**config.mk**
```make
export PLATFORM = sky130hd
export DESIGN_NAME = mult16_seq
export DESIGN_NICKNAME = d
export VERILOG_FILES = /design/src/rtl/hack_pkg.sv /design/src/rtl/And16.sv /design/src/rtl/mult16_seq.sv
export SDC_FILE = /design/constraint.sdc
export NUM_CORES = 1
export LEC_CHECK = 0
export ABC_AREA = 1
export CORE_UTILIZATION = 35
export CTS_CLUSTER_SIZE = 10
export DETAILED_ROUTE_END_ITERATION = 7
export PLACE_DENSITY = 0.64
export SYNTH_ARGS = -nofsm -noshare
export SYNTH_HDL_FRONTEND = slang
export SYNTH_SLANG_ARGS = --single-unit
```
**constraint.sdc**
```tcl
create_clock -name clk -period 2 [get_ports clk]
set_clock_uncertainty 0.15 [all_clocks]
set_input_delay 0.4 -clock clk [delete_from_list [all_inputs] [get_ports clk]]
set_output_delay 0.4 -clock clk [all_outputs]
set_load 0.02 [all_outputs]
```
**src/rtl/hack_pkg.sv**
```systemverilog
// Shared Hack-word definitions: word width, counter width and sequencer state type.
// Latency: none (declarations only).
// Backpressure: not applicable.
package hack_pkg;

   // Hack machine word width.
   localparam int WORD_W = 16;

   // Iteration counter must be able to hold WORD_W itself (16 iterations).
   localparam int CNT_W = $clog2(WORD_W) + 1;

   // Hack data word.
   typedef logic [WORD_W-1:0] word_t;

   // Shift-and-add sequencer states.
   typedef enum logic [1:0] {
      IDLE = 2'd0,
      RUN  = 2'd1,
      DONE = 2'd2
   } state_t;

endpackage

```
**src/rtl/And16.sv**
```systemverilog
// 16-bit bitwise AND cell from the Hack gate library.
// Latency: combinational.
// Backpressure: not applicable.
module And16
   import hack_pkg::*;
(
   input  logic [WORD_W-1:0] a,
   input  logic [WORD_W-1:0] b,
   output logic [WORD_W-1:0] out
);

   assign out = a & b;

endmodule

```
**src/rtl/mult16_seq.sv**
```systemverilog
// Sequential 16x16 shift-and-add multiplier returning the low 16 bits of a*b.
// Latency: n+1 cycles from acceptance to out_valid (n = 16, or msb(b)+1 with EARLY_EXIT).
// Backpressure: holds product in DONE until out_ready; in_ready is low while busy.
module mult16_seq
   import hack_pkg::*;
#(
   // 1: stop once the remaining multiplier bits are zero; 0: always 16 iterations.
   parameter int EARLY_EXIT = 1
) (
   input  logic              clk,
   input  logic              reset,
   input  logic              in_valid,
   output logic              in_ready,
   input  logic [WORD_W-1:0] a,
   input  logic [WORD_W-1:0] b,
   output logic              out_valid,
   input  logic              out_ready,
   output logic [WORD_W-1:0] product
);

   state_t           state;
   state_t           state_nxt;
   word_t            mcand;
   word_t            mplier;
   word_t            acc;
   word_t            mask;
   word_t            pp;
   logic [CNT_W-1:0] count;
   logic             accept;
   logic             skip_run;
   logic             last_iter;

   // Partial product: multiplicand gated by the current multiplier LSB.
   assign mask = {WORD_W{mplier[0]}};

   And16 u_mask (
      .a   (mcand),
      .b   (mask),
      .out (pp)
   );

   assign accept = in_valid && in_ready;

   // With early exit a zero multiplier needs no iterations at all.
   assign skip_run = (EARLY_EXIT != 0) && (b == '0);

   // The current RUN cycle is the last one when, after this shift, no multiplier
   // bits remain (early exit) or when the 16th iteration is being performed.
   assign last_iter = (EARLY_EXIT != 0) ? (mplier[WORD_W-1:1] == '0)
                                        : (count == CNT_W'(WORD_W - 1));

   // State register with synchronous reset.
   always_ff @(posedge clk) begin
      if (reset) begin
         state <= IDLE;
      end else begin
         state <= state_nxt;
      end
   end

   // Next-state logic.
   always_comb begin
      state_nxt = state;
      case (state)
         IDLE: begin
            if (accept) begin
               state_nxt = skip_run ? DONE : RUN;
            end
         end
         RUN: begin
            if (last_iter) begin
               state_nxt = DONE;
            end
         end
         DONE: begin
            if (out_ready) begin
               state_nxt = IDLE;
            end
         end
         default: state_nxt = IDLE;
      endcase
   end

   // Handshake outputs decoded from the state.
   always_comb begin
      in_ready  = 1'b0;
      out_valid = 1'b0;
      case (state)
         IDLE:    in_ready  = 1'b1;
         DONE:    out_valid = 1'b1;
         default: begin
            in_ready  = 1'b0;
            out_valid = 1'b0;
         end
      endcase
   end

   // Datapath: load operands on acceptance, one shift-and-add step per RUN cycle.
   always_ff @(posedge clk) begin
      if (reset) begin
         mcand  <= '0;
         mplier <= '0;
         acc    <= '0;
         count  <= '0;
      end else begin
         case (state)
            IDLE: begin
               if (accept) begin
                  mcand  <= a;
                  mplier <= b;
                  acc    <= '0;
                  count  <= '0;
               end
            end
            RUN: begin
               acc    <= acc + pp;
               mcand  <= mcand << 1;
               mplier <= mplier >> 1;
               count  <= count + 1'b1;
            end
            default: begin
               acc <= acc;
            end
         endcase
      end
   end

   // The accumulator is the product; it only carries meaning while out_valid is high.
   assign product = acc;

   // Ready and valid are never high together.
   a_hs_exclusive: assert property (@(posedge clk) disable iff (reset)
      !(in_ready && out_valid));

   // A stalled result keeps its value and its valid.
   a_hold_stable: assert property (@(posedge clk) disable iff (reset)
      (out_valid && !out_ready) |=> (out_valid && $stable(product)));

   // The iteration counter never exceeds one full word of multiplier bits.
   a_count_range: assert property (@(posedge clk) disable iff (reset)
      (state == RUN) |-> (count < CNT_W'(WORD_W)));

endmodule

```
**Run 1: cell classes on the final placement**

Fill, decap, tap and diode cells in grey.
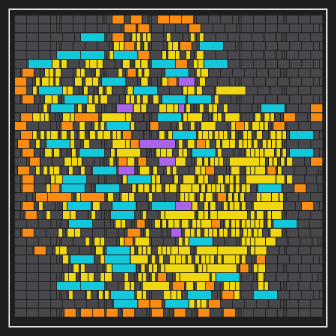
[yellow] all other logic | cells: 421 | share of their area: 54%
[cyan] flops | cells: 50 | share of their area: 24%
[purple] clock drivers and dummy loads | cells: 8 | share of their area: 2.7%
[orange] other buffers and delay cells | cells: 77 | share of their area: 18%
share of cell area taken by flip-flops and latches: 0.237
final core utilization: 0.485
floorplan row count: 34

**Run 1: cells by drive strength**

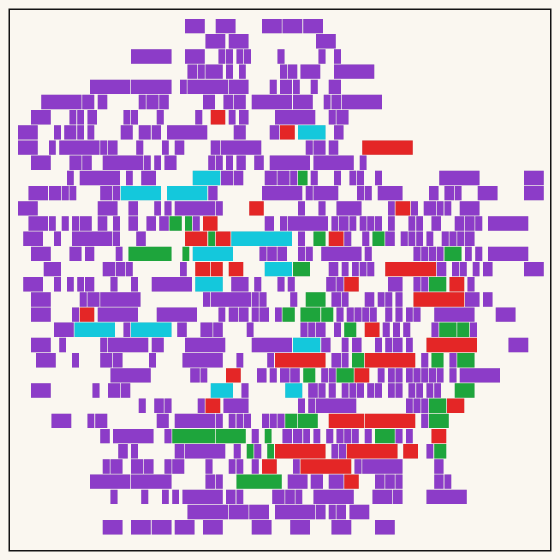
[red] drive 3 to 4 | cells: 34
[purple] drive 1 or less | cells: 473
[cyan] drive 6 and up | cells: 13
[green] drive 2 | cells: 36
count of buffers not belonging to the clock network in the layout: 77
Final Cell Area: 0.00423 mm2
slack of the critical path: 31.9 ps

**Run 1: placed standard cells**

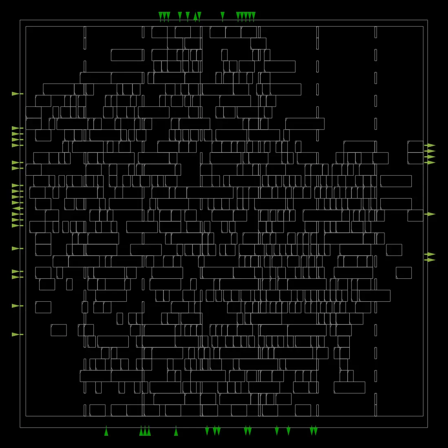
sequential cell count of the final layout: 50
Core Box Area: 0.00872 mm2
# Taps: 108
non-filler cells in the finished layout: 664
number of filler instances in the final layout: 872

**Run 1: nets reached from selected ports**

Scale bar: 20 um.
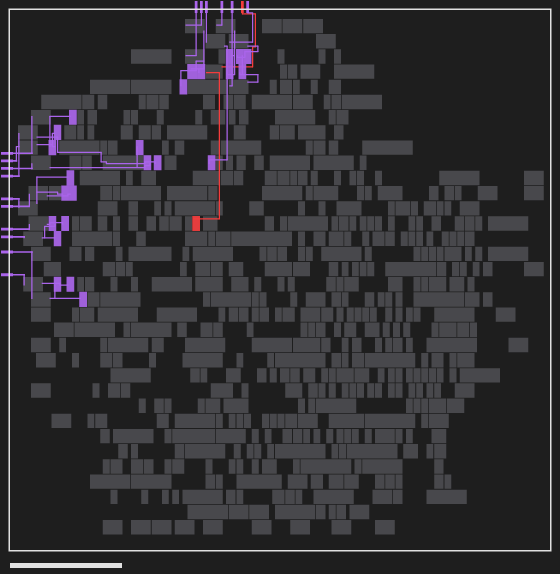
[red] `in_ready` | bits: 1 | direction: output | end cells: 1 | wire: 51.3 um
[purple] `b` | bits: 16 | direction: input | end cells: 24 | wire: 283 um
num ports: 54
number of port buffers: 53

==> out/metrics.json, run 1 <==
{
  "run_status": {"value": "finished, final reports clean"},
  "log.warning_count": {"value": 28},
  "cts_post_setup_buffers_inserted": {"value": 0},
  "logic_gates": {"value": 359},
  "crit_path_cell_trace": {"value": "clkdlybuf4s50_1"},
  "global_route_wire_length_before_repair": {"value": 13700, "unit": "um"},
  "cp.buffers_inverters": {"value": 1},
  "final_hold_viol_count": {"value": 0},
  "regToRegSetupSlack": {"value": 30, "unit": "ps"},
  "maxSlewViolCount": {"value": 0},
  "grt_start_max_net_pins": {"value": 36},
  "sequentialPower": {"value": 1190, "unit": "uW"},
  "logic_area": {"value": 0.00200, "unit": "mm2"},
  "post_synth_num_cell_types": {"value": 28},
  "cts.clk_slew.worst_paths": {"value": 100, "unit": "ps"},
  "grt_overflow": {"value": 0},
  "critical_path.max_stage_delay": {"value": 660, "unit": "ps"},
  "globalplace.congestion": {"value": 0.847},
  "ys_ff": {"value": 50},
  "postSynth.topFlopCell": {"value": "sky130_fd_sc_hd__dfxtp_1"},
  "power_clock": {"value": 753, "unit": "uW"},
  "criticalPathCategory": {"value": "reg2out"},
  "mappedNetlistArea": {"value": 0.00314, "unit": "mm2"},
  "antenna_cells": {"value": 0},
  "topRoutingLayerUsed": {"value": "met4"},
  "use_met2": {"value": 0.296},
  "synth_dominant_cell_count": {"value": "sky130_fd_sc_hd__nand2_1"},
  "worst_skew_pair.late_latency": {"value": 310, "unit": "ps"},
  "layout-area-overhead-vs-synth": {"value": 34.7, "unit": "%"},
  "synth_seq_share": {"value": 0.319},
  "cp_num_cells": {"value": 1},
  "post-route-drc-count": {"value": 0},
  "drt_first_pass_iters": {"value": 4},
  "hold_path.class": {"value": "reg2reg"},
  "power.static_leakage": {"value": 0.00191, "unit": "uW"},
  "synth-simple-area-share": {"value": 0.325},
  "synth.comb.largest_family": {"value": "simple AND/OR/NAND/NOR gates"},
  "final.period_utilization": {"value": 0.984},
  "achievable-frequency": {"value": 0.508, "unit": "GHz"},
  "synthesis.instances": {"value": 492},
  "timing.critical_path.to_type": {"value": "primary output"},
  "overall_global_routing_usage": {"value": 0.176},
  "die-width": {"value": 96.7, "unit": "um"}
}
## Run 2: what changed since run 1
--- a/config.mk
+++ b/config.mk
@@ -7,7 +7,7 @@
 export LEC_CHECK = 0
 export ABC_AREA = 1
 export CORE_UTILIZATION = 35
-export CTS_CLUSTER_SIZE = 10
+export CTS_CLUSTER_SIZE = 12
 export DETAILED_ROUTE_END_ITERATION = 7
 export PLACE_DENSITY = 0.64
 export SYNTH_ARGS = -nofsm -noshare
**Run 2: nets reached from selected ports**

Scale bar: 20 um.
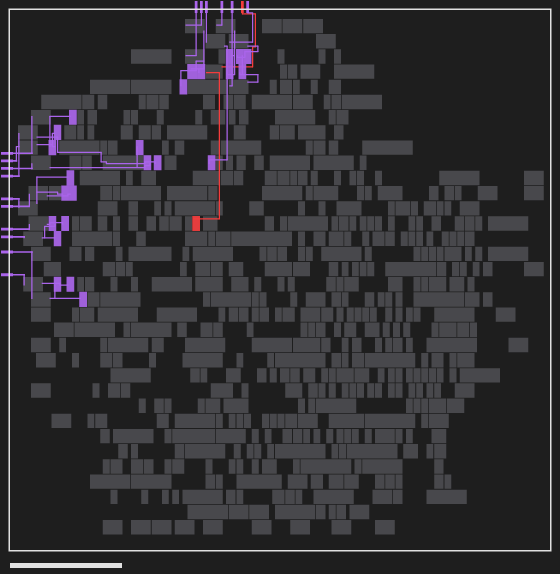
[purple] `b` | bits: 16 | direction: input | end cells: 24 | wire: 283 um
[red] `in_ready` | bits: 1 | direction: output | end cells: 1 | wire: 51.3 um

**Run 2: cell classes on the final placement**

Fill, decap, tap and diode cells in grey.
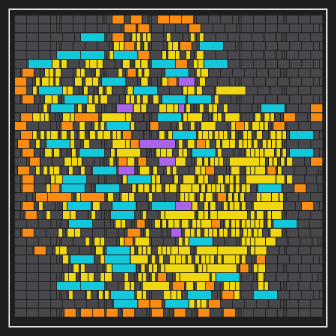
[orange] other buffers and delay cells | cells: 77 | share of their area: 18%
[cyan] flops | cells: 50 | share of their area: 24%
[yellow] all other logic | cells: 421 | share of their area: 54%
[purple] clock drivers and dummy loads | cells: 8 | share of their area: 2.7%

**Run 2: placed standard cells**

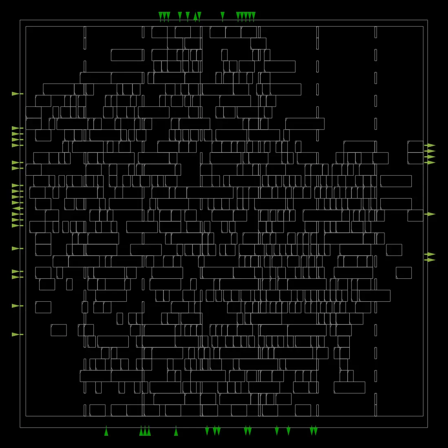

==> run 2 against run 1 <==
Register-to-register slack barely moved. Critical path depth unchanged. Via count did not move. Worst hold slack stayed put. Die size unchanged. Largest power group unchanged. Synthesized cell count did not move. Largest cell class unchanged.
==> out/metrics.json, run 2 <==
{
  "run_status": {"value": "finished, final reports clean"},
  "power_clock": {"value": 753, "unit": "uW", "change": "about the same"},
  "topRoutingLayerUsed": {"value": "met4"},
  "seq_area_frac": {"value": 0.237, "change": "unchanged"},
  "crit_path_cell_trace": {"value": "clkdlybuf4s50_1"},
  "io-pin-count": {"value": 54, "change": "unchanged"},
  "numPortBuffers": {"value": 53, "change": "unchanged"},
  "worst_skew_pair.late_latency": {"value": 310, "unit": "ps", "change": "about the same"},
  "critical_path.max_stage_delay": {"value": 660, "unit": "ps", "change": "about the same"},
  "final_cell_area": {"value": 0.00423, "unit": "mm2", "change": "unchanged"},
  "cp.buffers_inverters": {"value": 1, "change": "unchanged"},
  "core_region_area": {"value": 0.00872, "unit": "mm2", "change": "unchanged"},
  "floorplan_row_count": {"value": 34, "change": "unchanged"},
  "power.static_leakage": {"value": 0.00191, "unit": "uW", "change": "unchanged"},
  "synth_dominant_cell_count": {"value": "sky130_fd_sc_hd__nand2_1"},
  "grt_overflow": {"value": 0, "change": "unchanged"},
  "ys_ff": {"value": 50, "change": "unchanged"},
  "log.warning_count": {"value": 28, "change": "unchanged"},
  "flop-count": {"value": 50, "change": "unchanged"},
  "global_route_wire_length_before_repair": {"value": 13700, "unit": "um", "change": "unchanged"},
  "final.period_utilization": {"value": 0.984, "change": "unchanged"},
  "final_hold_viol_count": {"value": 0, "change": "unchanged"},
  "maxSlewViolCount": {"value": 0, "change": "unchanged"},
  "taps": {"value": 108, "change": "unchanged"},
  "achievable-frequency": {"value": 0.508, "unit": "GHz", "change": "unchanged"},
  "regToRegSetupSlack": {"value": 30, "unit": "ps", "change": "about the same"},
  "synth-simple-area-share": {"value": 0.325, "change": "unchanged"}
}
Power figures rest on the tool's default switching activity, not on a simulated workload.
